==> src/rtl/maxfinder_frame_packer.sv <==
// rtl/maxfinder_frame_packer.sv - packs serial neuron results into one maxfinder input frame
// Beat k lands in slot k (LSB first); a completed frame is strobed for exactly one EMIT cycle.

module maxfinder_frame_packer #(
  parameter int INPUT_NUM  = 5,
  parameter int DATA_WIDTH = 16
) (
  input  logic                            clk,
  input  logic                            rst_n,
  input  logic [DATA_WIDTH-1:0]           neuron_data,
  input  logic                            neuron_valid,
  output logic                            neuron_ready,
  input  logic                            frame_clr,
  output logic [INPUT_NUM*DATA_WIDTH-1:0] data_out,
  output logic                            data_valid,
  output logic [$clog2(INPUT_NUM+1)-1:0]  beat_cnt
);

  localparam int CW = $clog2(INPUT_NUM + 1);
  localparam int FW = INPUT_NUM * DATA_WIDTH;

  typedef enum logic {COLLECT = 1'b0, EMIT = 1'b1} state_t;

  state_t          state_q, state_d;
  logic [CW-1:0]   beat_cnt_q, beat_cnt_d;
  logic [FW-1:0]   buf_q, buf_d;
  logic [FW-1:0]   data_out_q, data_out_d;
  logic            data_valid_q, data_valid_d;
  logic            accept;
  logic            last_beat;

  assign accept    = neuron_valid && neuron_ready;
  assign last_beat = (beat_cnt_q == CW'(INPUT_NUM - 1));

  always_ff @(posedge clk or negedge rst_n) begin
    if (!rst_n) begin
      state_q <= COLLECT;
    end else begin
      state_q <= state_d;
    end
  end

  always_comb begin
    state_d = state_q;
    if (frame_clr) begin
      state_d = COLLECT;
    end else begin
      case (state_q)
        COLLECT: if (accept && last_beat) state_d = EMIT;
        EMIT:    state_d = COLLECT;
        default: state_d = COLLECT;
      endcase
    end
  end

  // Ready drops during reset as well, so upstream never sees a phantom accept.
  always_comb begin
    neuron_ready = (state_q == COLLECT) && !frame_clr && rst_n;
  end

  always_comb begin
    beat_cnt_d   = beat_cnt_q;
    buf_d        = buf_q;
    data_out_d   = data_out_q;
    data_valid_d = 1'b0;
    if (frame_clr) begin
      beat_cnt_d = '0;
      buf_d      = '0;
    end else if (accept) begin
      if (last_beat) begin
        data_out_d = buf_q;
        data_out_d[(INPUT_NUM-1)*DATA_WIDTH +: DATA_WIDTH] = neuron_data;
        data_valid_d = 1'b1;
        beat_cnt_d   = '0;
        buf_d        = '0;
      end else begin
        for (int k = 0; k < INPUT_NUM - 1; k++) begin
          if (beat_cnt_q == CW'(k)) buf_d[k*DATA_WIDTH +: DATA_WIDTH] = neuron_data;
        end
        beat_cnt_d = beat_cnt_q + CW'(1);
      end
    end
  end

  always_ff @(posedge clk or negedge rst_n) begin
    if (!rst_n) begin
      beat_cnt_q   <= '0;
      buf_q        <= '0;
      data_out_q   <= '0;
      data_valid_q <= 1'b0;
    end else begin
      beat_cnt_q   <= beat_cnt_d;
      buf_q        <= buf_d;
      data_out_q   <= data_out_d;
      data_valid_q <= data_valid_d;
    end
  end

  assign data_out   = data_out_q;
  assign data_valid = data_valid_q;
  assign beat_cnt   = beat_cnt_q;

endmodule

==> config.mk <==
export PLATFORM = sky130hd
export DESIGN_NAME = maxfinder_frame_packer
export DESIGN_NICKNAME = d
export VERILOG_FILES = /design/src/rtl/maxfinder_frame_packer.sv
export SDC_FILE = /design/constraint.sdc
export NUM_CORES = 1
export LEC_CHECK = 0
export CORE_MARGIN = 4
export CORE_UTILIZATION = 59
export CTS_BUF_LIST = sky130_fd_sc_hd__clkbuf_4
export CTS_CLUSTER_SIZE = 28
export DETAILED_ROUTE_END_ITERATION = 16
export GPL_ROUTABILITY_DRIVEN = 0
export MAX_ROUTING_LAYER = met4
export PLACE_DENSITY = 0.95
export REMOVE_ABC_BUFFERS = 1
export SYNTH_ARGS = -nofsm -noshare
export SYNTH_HDL_FRONTEND = slang
export SYNTH_SLANG_ARGS = --single-unit
export TNS_END_PERCENT = 100
==> constraint.sdc <==
create_clock -name clk -period 4.13 [get_ports clk]
set_input_delay 0.826 -clock clk [delete_from_list [all_inputs] [get_ports clk]]
set_output_delay 0.826 -clock clk [all_outputs]
set_load 0.05 [all_outputs]
==> impl.org, run 1 <==
* Flow results

** Run status
- Result of the run :: completed

** Logic synthesis
- Area fraction of the dominant cell type after synthesis :: 60.17%
- The synthesized netlist occupies a cell area of 6197 um2.
- Sequential cells were found to cover 60.17% of the synthesized design area.
- Chip area in the Yosys report :: 6197 um2
- Number of warnings printed during yosys synthesis :: 0
- For reference, the post-synthesis area per instance comes to 15.93 um2.
- Of all cell types, the one taking the most synthesized area is dfrtp_1.
- The commonest cells after synthesis are 149 x dfrtp_1, 79 x mux2_4, 48 x a22o_1, 20 x a21oi_1.
- After synthesis, the netlist uses 28 different library cells.
- Most instantiated flip-flop cell in the synthesis netlist :: dfrtp_1
- For this run, asynchronously set or reset flops after synthesis account for 100.0%.
- Most frequently used cell type in the post-synthesis netlist :: dfrtp_1
- EDFF count, synth :: 0
- The main area contributors are dfrtp_1 60%, mux2_4 19%, a22o_1 6.8%, buf_12 2.9%, a21oi_1 1.6%.
- The number of cells reported by Yosys stat comes to 389.
- The synthesized design contains 149 register bits.
- Count of mapped cells out of synthesis :: 389

** Routing
- First-pass DRT Iterations :: 4
- Vias per std cell :: 5.805
- Routed via count :: 3686
- Once iteration 0 of detailed routing completed, the report listed 240 DRC markers.
- Routed length per instance :: 20.65 um
- ANT nets after route :: 0
- Total routed wirelength :: 13.11 mm

** Final layout
- Diode insertion count for antenna repair :: 0
- For this run, the post-layout net count is 512.
- Post-route core utilization :: 72.60%
- Counting the fill cells in the layout gives 685.
- Layout cells sized above 1 :: 25.25%
- Area Overhead vs Synth :: 20.39%

** GRT
- The number of antenna violations at the first check in global routing is 0.
- Pin count of the biggest net entering global routing :: 89
- The first global-routing pass estimated 21.65 mm of wire.
- For this run the aggregate overflow at the end of global routing stands at 0.
- Total routing usage reported by global routing :: 22.68%
- Number of global-route vias before repair :: 3969

** Floorplanning
- Num rows :: 37
- Chip width :: 110.5 um
- The share of the core area taken by cells at floorplan is 60.30%.
- Die Ht :: 110.5 um
- In this run the full chip footprint comes out at 12210 um2.
- Count of boundary I/O pins :: 105

** Clocking
- Counting every sink on the clock net gives 149.
- CTS placed an instance of clkbuf_4 at the clock tree root.
- TritonCTS built the clock tree.
- Count of hold buffers inserted by post-cts repair :: 0
- Per the post-CTS timing run, clock transition at the registers of the reported paths is 130 ps.
- The report lists the number of cells resized after CTS as 0.
- Post-CTS timing repair inserted 0 buffers for setup.
- In this run the deepest clock path goes through 2 buffers.
- CTS built an H-tree with a depth of 4.
- At the later pin of the worst-skew pair, clock insertion delay measures 530 ps.
- Cts bufs inserted :: 17

** Final timing
- In the final report, the number of endpoints failing setup comes to 0.
- Part of the cycle the worst path needs :: 71.08%
- Setup repair after global routing left no endpoint under its margin.
- Final worst clock skew :: 20.37 ps
- Final min period :: 2936 ps
- Measured against its own limit, the worst slew margin works out to 28.92%.
- In the final timing run, aggregate negative setup slack is 0 ps.
- Highest clock frequency the design can meet :: 0.3406 GHz
- Final max-slew violation count :: 0
- Worst-margin pin slew :: 1066 ps
- Setup slack on the critical path of the routed design comes to 1194 ps.

** Critical path
- By startpoint and endpoint, the worst setup path is classified as input port to output port.
- Critical path data arrival time :: 2110 ps
- The data required time reported for the critical path is 3300 ps.
- The worst register-to-register path has a depth of 5.
- Crit path capture type :: output port
- The setup check on the worst reg-to-reg path leaves a slack of 1780 ps.
- For the worst reg-to-reg path, the endpoint reported by OpenROAD is data_out[64]$_DFFE_PN0P_.
- Worst flop-to-flop path startpoint :: beat_cnt[0]$_DFFE_PN0P_
- STA classifies the critical path startpoint as an input port.

** Power
- For this design the static power due to leakage is 3.438 nW.
- IR drop worst, VDD :: 0.1912 mV
- In this run the power density over the cells is 340.2 nW/um2.

** Placed design
- For this run the detailed placement stage logged an HPWL of 8.309 mm.
- Number of port buffers :: 104
- Pre-CTS worst setup slack :: 960.2 ps

** Worst hold path
- STA reports the tightest min-delay check as being of type input port to asynchronous set/reset pin.

** Flow run
- The report counts max-capacitance violations totalling 0.
==> run 1: cell type report <==
class                           instances  area [um2]  area share, %
Clock buffer                           17       127.6          1.711
Multi-Input combinational cell        206        2152          28.84
Sequential cell                       149        3729          49.97
Clock inverter                         14       158.9          2.130
Timing Repair Buffer                  110        1110          14.87
Inverter                                3       13.76         0.1845
Tap cell                              136       170.2          2.281
==> run 1: cell usage in the layout (no fill, tap or decap), types with 2 or more instances in the layout <==
master	n
bufinv_16	3
nand3_1	2
a22o_1	48
o21ai_0	16
inv_1	2
a21oi_2	2
dfrtp_1	149
a21oi_4	2
nand2_1	4
a21oi_1	19
mux2_2	3
clkinvlp_4	2
ha_1	5
mux2_4	79
inv_6	2
and3_1	3
clkinv_2	4
nand4_1	16
buf_12	2
clkdlybuf4s50_1	102
buf_4	5
clkbuf_4	17
clkinv_1	2
==> run 1: power breakdown <==
part           internal (mW)  total [mW]  switching (mW)  leakage (nW)
clock network          0.412       0.923           0.511         0.153
logic                 0.0419       0.134          0.0916          1.21
registers               1.47        1.48         0.00915          2.07
total                   1.93        2.54           0.612          3.44
==> run 1: worst max path at each step <==
stage	startpoint	to	slack [ps]
floorplan	neuron_valid	data_out[79]$_DFFE_PN0P_	-1600
global placement	neuron_valid	buf_q[44]$_DFFE_PN0P_	1010
detailed placement	neuron_valid	buf_q[24]$_DFFE_PN0P_	960
CTS	frame_clr	neuron_ready	1240
global route	frame_clr	neuron_ready	1180
finish	frame_clr	neuron_ready	1190
==> run 1: sequential cells by signal (all words and copies together), names as in the netlist <==
signal and flops:
data_out 80, buf_q 64, beat_cnt 3, data_valid 1, state_q 1
==> run 1: stage by stage <==
step	instance area, um2	cells	hold slack [ps]	total power [mW]
finish	7461	635	155.2	2.538
global route	7461	635	131.9	2.632
CTS	7461	635	128.9	2.554
detailed placement	7174	604	490.3	1.643
global placement	7174	604	484.1	1.639
floorplan	5891	358	473.4	1.553
==> run 1: critical path: stages <==
cell and delay, ps:
clkdlybuf4s50_1 560, nor3b_1 520, buf_12 200
==> run 1: cell families (layout without fill, tap and decap cells) <==
group / after synthesis / count (layout) / share of synthesized area [%]
AND-OR/OR-AND: 87 / 87 / 10.36
AND/OR/NAND/NOR: 32 / 32 / 3.614
multiplexers: 82 / 82 / 19.69
buffers and inverters: 34 / 144 / 5.169
flip-flops: 149 / 149 / 60.17
adder cells (fa/ha/maj): 5 / 5 / 1.009
==> run 1: layer usage <==
layer	global-route usage, %	up-vias	routed length, um
met5	-	-	0
met4	6.486	0	255
met3	5.863	25	663
met2	34.59	116	6406
met1	30.46	1920	5787
li1	-	1625	-
==> run_1/io_fan.png <==
Bar = 20 um.
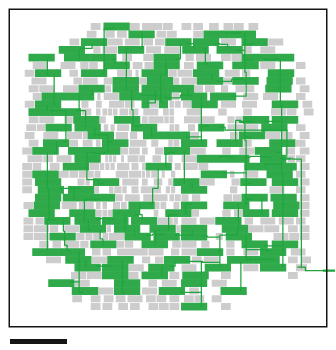
- green: rst_n (bits 1; direction input; edge east; end cells 152; wire 937 um)

==> run_1/flops_by_reg.png <==
Other sequential cells in the stronger grey, the rest of the logic in the fainter grey.
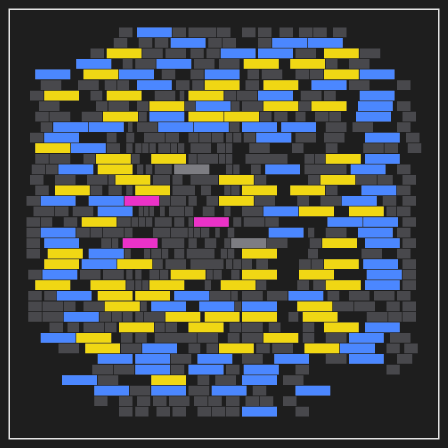
- magenta: beat_cnt (placed flops 3)
- yellow: buf_q (placed flops 64)
- blue: data_out (placed flops 80; where all over the die)
sequential share of cell area: 49.97%
Power Sequential: 1.48 mW

==> run_1/layer_met2.png <==
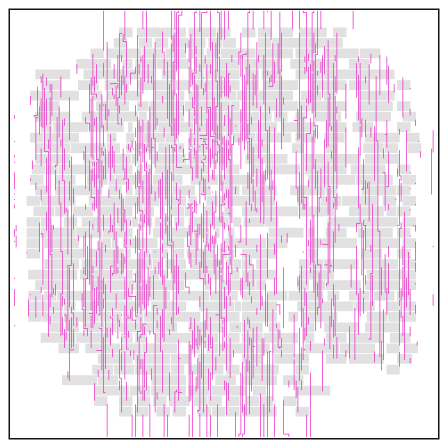
- nets with wire on the layer: 480
- share of all routed wire: 49%
- main direction: vertical

==> run 1 -> run 2 <==
--- a/config.mk
+++ b/config.mk
@@ -6,13 +6,13 @@
 export NUM_CORES = 1
 export LEC_CHECK = 0
 export CORE_MARGIN = 4
-export CORE_UTILIZATION = 59
+export CORE_UTILIZATION = 50
 export CTS_BUF_LIST = sky130_fd_sc_hd__clkbuf_4
 export CTS_CLUSTER_SIZE = 28
 export DETAILED_ROUTE_END_ITERATION = 16
 export GPL_ROUTABILITY_DRIVEN = 0
 export MAX_ROUTING_LAYER = met4
-export PLACE_DENSITY = 0.95
+export PLACE_DENSITY = 0.91
 export REMOVE_ABC_BUFFERS = 1
 export SYNTH_ARGS = -nofsm -noshare
 export SYNTH_HDL_FRONTEND = slang
==> constraint.sdc (replaced) <==
create_clock -name clk -period 2.7 [get_ports clk]
set_input_delay 0.54 -clock clk [delete_from_list [all_inputs] [get_ports clk]]
set_output_delay 0.54 -clock clk [all_outputs]
set_load 0.05 [all_outputs]
==> run_2/flops_by_reg.png <==
Other sequential cells in the stronger grey, the rest of the logic in the fainter grey.
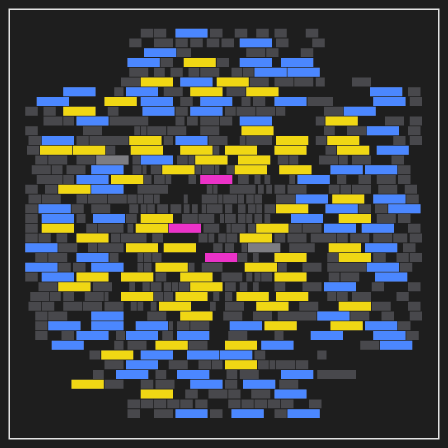
- magenta: beat_cnt (placed flops 3)
- blue: data_out (placed flops 80; where all over the die)
- yellow: buf_q (placed flops 64)
- not coloured: 2

==> run 2 against run 1 <==
Compared with the run above: flip-flop count stayed put; combinational power increased by 59%; non-clock buffer count is 11 higher; wire length increased by 4.4%; register-to-register slack got worse by 1200 ps; worst setup slack got worse by 1000 ps; die area increased by 17%; sequential power increased by 53%; count of clock-buffer cells in the layout is 3 higher; utilization fell by 8.7 points.
==> impl.org, run 2 <==
* Flow results

** Logic synthesis
- Area fraction of the dominant cell type after synthesis :: 60.17%
- Sorting the synthesized cells by how often they occur yields 149 x dfrtp_1, 79 x mux2_4, 48 x a22o_1, 20 x a21oi_1.
- Library cell occupying the most area in the post-synthesis netlist :: dfrtp_1
- In this run, synthesis produced a sequential element count of 149.
- In this run, distinct cell masters in the synthesized netlist total 28.
- A synthesized cell averages 15.93 um2.
- By area the synthesized netlist is led by dfrtp_1 60%, mux2_4 19%, a22o_1 6.8%, buf_12 2.9%, a21oi_1 1.6%.
- The post-synth count of flops with an enable pin is 0.
- Number of warnings printed during yosys synthesis :: 0
- Post-Synthesis Cell Area :: 6197 um2
- For this design, Yosys synthesis ends with a cell count of 389.
- Chip area in the Yosys report :: 6197 um2
- Synth async-reset ratio :: 100.0%
- Count of mapped cells out of synthesis :: 389
- Portion of the post-synthesis area used by sequential elements :: 60.17%

** Critical path
- Critical path data arrival time :: 2000 ps
- Crit path capture type :: output port
- The most critical setup path has its startpoint at beat_cnt[2]$_DFFE_PN0P_.
- In this run the critical register-to-register path is launched from beat_cnt[0]$_DFFE_PN0P_.
- CP cell instances :: clkdlybuf4s50_1
- R2r worst-path depth :: 6
- The cell family contributing the most delay on the critical path is buffers and inverters.
- The worst register-to-register path has a setup slack of 540 ps.
- Buffers and inverters on the worst path :: 1
- Critical path class :: flip-flop to output port
- Crit path required time :: 2160 ps
- Among all stages on the critical path, the largest delay is contributed by clkdlybuf4s50_1.
- Element type at the critical path start :: flip-flop
- CP peak stage delay :: 910 ps

** Routing
- WL met2 :: 6.552 mm
- The post-route report lists met1 wire length as 6.197 mm.
- Routed length per instance :: 20.17 um
- DRC violation total after the first TritonRoute iteration :: 319
- Highest signal layer in the routed design :: met4
- In the routed design, unresolved DRC markers number 0.
- Per the post-route antenna check, the number of violating nets is 0.
- Detailed routing placed a total of 700 um of wire on met3.

** Final layout
- The library cells used most frequently in the layout, excluding fill and tap cells, are 149 x dfrtp_1, 102 x clkdlybuf4s50_1, 79 x mux2_4.
- In this run the layout overhead on the synthesized area is reported as 24.39%.
- Flip-flop count of the largest register, all copies and words added :: 80
- The final layout contains 523 nets.
- Diode insertion count for antenna repair :: 0
- Cells fill 63.91% of the core in the end.
- Layout cells sized above 1 :: 26.61%

** GRT
- Entering global routing, the biggest net connects 137 pins.
- In the global route stage, overall resource usage came out at 20.96%.
- Wire length of the first global-routing pass :: 22.67 mm
- Number of global-route vias before repair :: 4136
- The number of antenna violations at the first check in global routing came to 0.
- Total gr overflow :: 0

** Clocking
- CTS tree :: yes
- Clk pin slew, worst setup/hold paths :: 120 ps
- The longest clock path from root to sink contains 2 buffers.
- CTS added clock buffers totalling 17.
- The later pin in the worst-skew pair is clocked with a latency of 530 ps.
- Clock tree synthesis found a total of 149 sinks.
- The H-tree generated during clock tree synthesis spans 4 levels.
- In this run the clock root is driven by a clkbuf_4.

** Floorplanning
- Num rows :: 40
- Area of the chip :: 14240 um2
- In this run the count of I/O pins placed on the die edge is 105.
- The floorplan step records an initial core utilization of 51.38%.
- Chip width :: 119.3 um
- The vertical die dimension reported for this design is 119.3 um.

** Placed design
- Placed Cells incl. Taps :: 646
- Logged for this run, the post-placement worst setup slack is 171.2 ps.
- The wire-length estimate of the detail-placed layout is 9.094 mm.

** Final timing
- Static timing analysis puts the maximum clock frequency at 0.3930 GHz.
- Fin Setup TNS :: 0 ps
- Across the routed clock network, the largest skew measured is 15.38 ps.
- Final setup fails :: 0
- Final max-slew violation count :: 0
- Setup repair after global routing left no endpoint under its margin.
- Measured against its own limit, the worst slew margin works out to 45.53%.
- Setup slack of the critical path after layout :: 155.4 ps
- Part of the cycle the worst path needs :: 94.24%
- Final min period :: 2545 ps

** Power
- IR drop worst, VDD :: 0.2397 mV
- The script computed a power per unit cell area of 528.7 nW/um2.
- The power report puts the leakage power at 3.541 nW.
- Pwr Total :: 4.076 mW

** Run status
- Result of the run :: completed

** Flow run
- Across the run, the number of max-cap violations was 0.
- Tool warning count :: 30
==> run_2/layer_met2.png <==
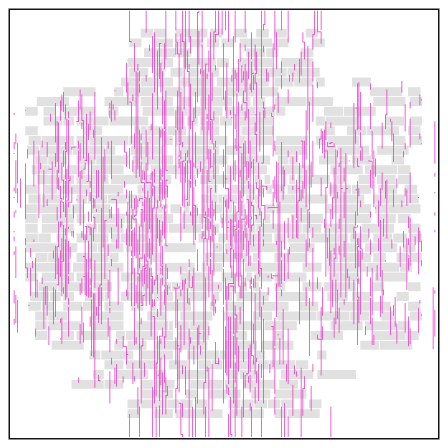
- nets with wire on the layer: 497
- longest straight run: 41.5 um
routed via count: 3738
met2 Track Usage GR: 31.65%
total routed wirelength: 13.69 mm

-- run 2: cell counts after synthesis --
No cell type changed its count.
-- run 2: worst max-delay path by stage --
stage / end / cells after the start
finish: beat_cnt[2] / 1
global route: beat_cnt[2] / 1
CTS: beat_cnt[2] / 1
detailed placement: buf_q[36]$_DFFE_PN0P_ / 5
global placement: buf_q[41]$_DFFE_PN0P_ / 5
floorplan: data_out[79]$_DFFE_PN0P_ / 4
-- run 2: area by class of cell --
type / instances / area, um2
multi-input combinational: 206 / 2152
timing repair buffer: 121 / 1270
clock inverter: 12 / 183.9
fill: 867 / 4353
clock buffer: 20 / 150.1
inverter: 3 / 13.76
sequential: 149 / 3729
tap: 168 / 210.2
-- run 2: repair_timing --
| action | CTS | global route |
|---|---|---|
| hold buffers | 1 | 0 |
| setup endpoints to repair | 0 | 0 |
| setup buffers | 0 | 0 |
| hold endpoints to repair | 13 | 0 |
-- run 2: per-layer routing --
layer	up-vias	global-route usage, %
li1	1648	-
met1	1951	27.92
met2	119	31.65
met3	20	5.508
met4	0	6.943
met5	-	-
-- run 2: metrics by stage --
stage / hold WS, ps / instance area, um2
after detailed placement: 394.5 / 7365
after CTS: 395.4 / 7709
after floorplan: 244.4 / 5891
after global routing: 403.9 / 7709
final: 420.6 / 7709
after global placement: 387.6 / 7365
-- run 2: cell families (layout without fill, tap and decap cells) --
kind of cell	count (synthesis)	after routing	synth area share [%]
AOI/OAI and AO/OA	87	87	10.36
adders and majority gates	5	5	1.009
buffers and inverters	34	156	5.169
DFF	149	149	60.17
muxes	82	82	19.69
and+or+nand+nor	32	32	3.614
-- run 2: where the power goes --
part	switching, mW	leakage, nW	internal [mW]	total [mW]
Sequential	0.0148	2.07	2.25	2.27
Combinational	0.143	1.29	0.0703	0.213
Clock	0.751	0.179	0.846	1.60
Total	0.909	3.54	3.17	4.08
Power and IR drop assume default switching activity.
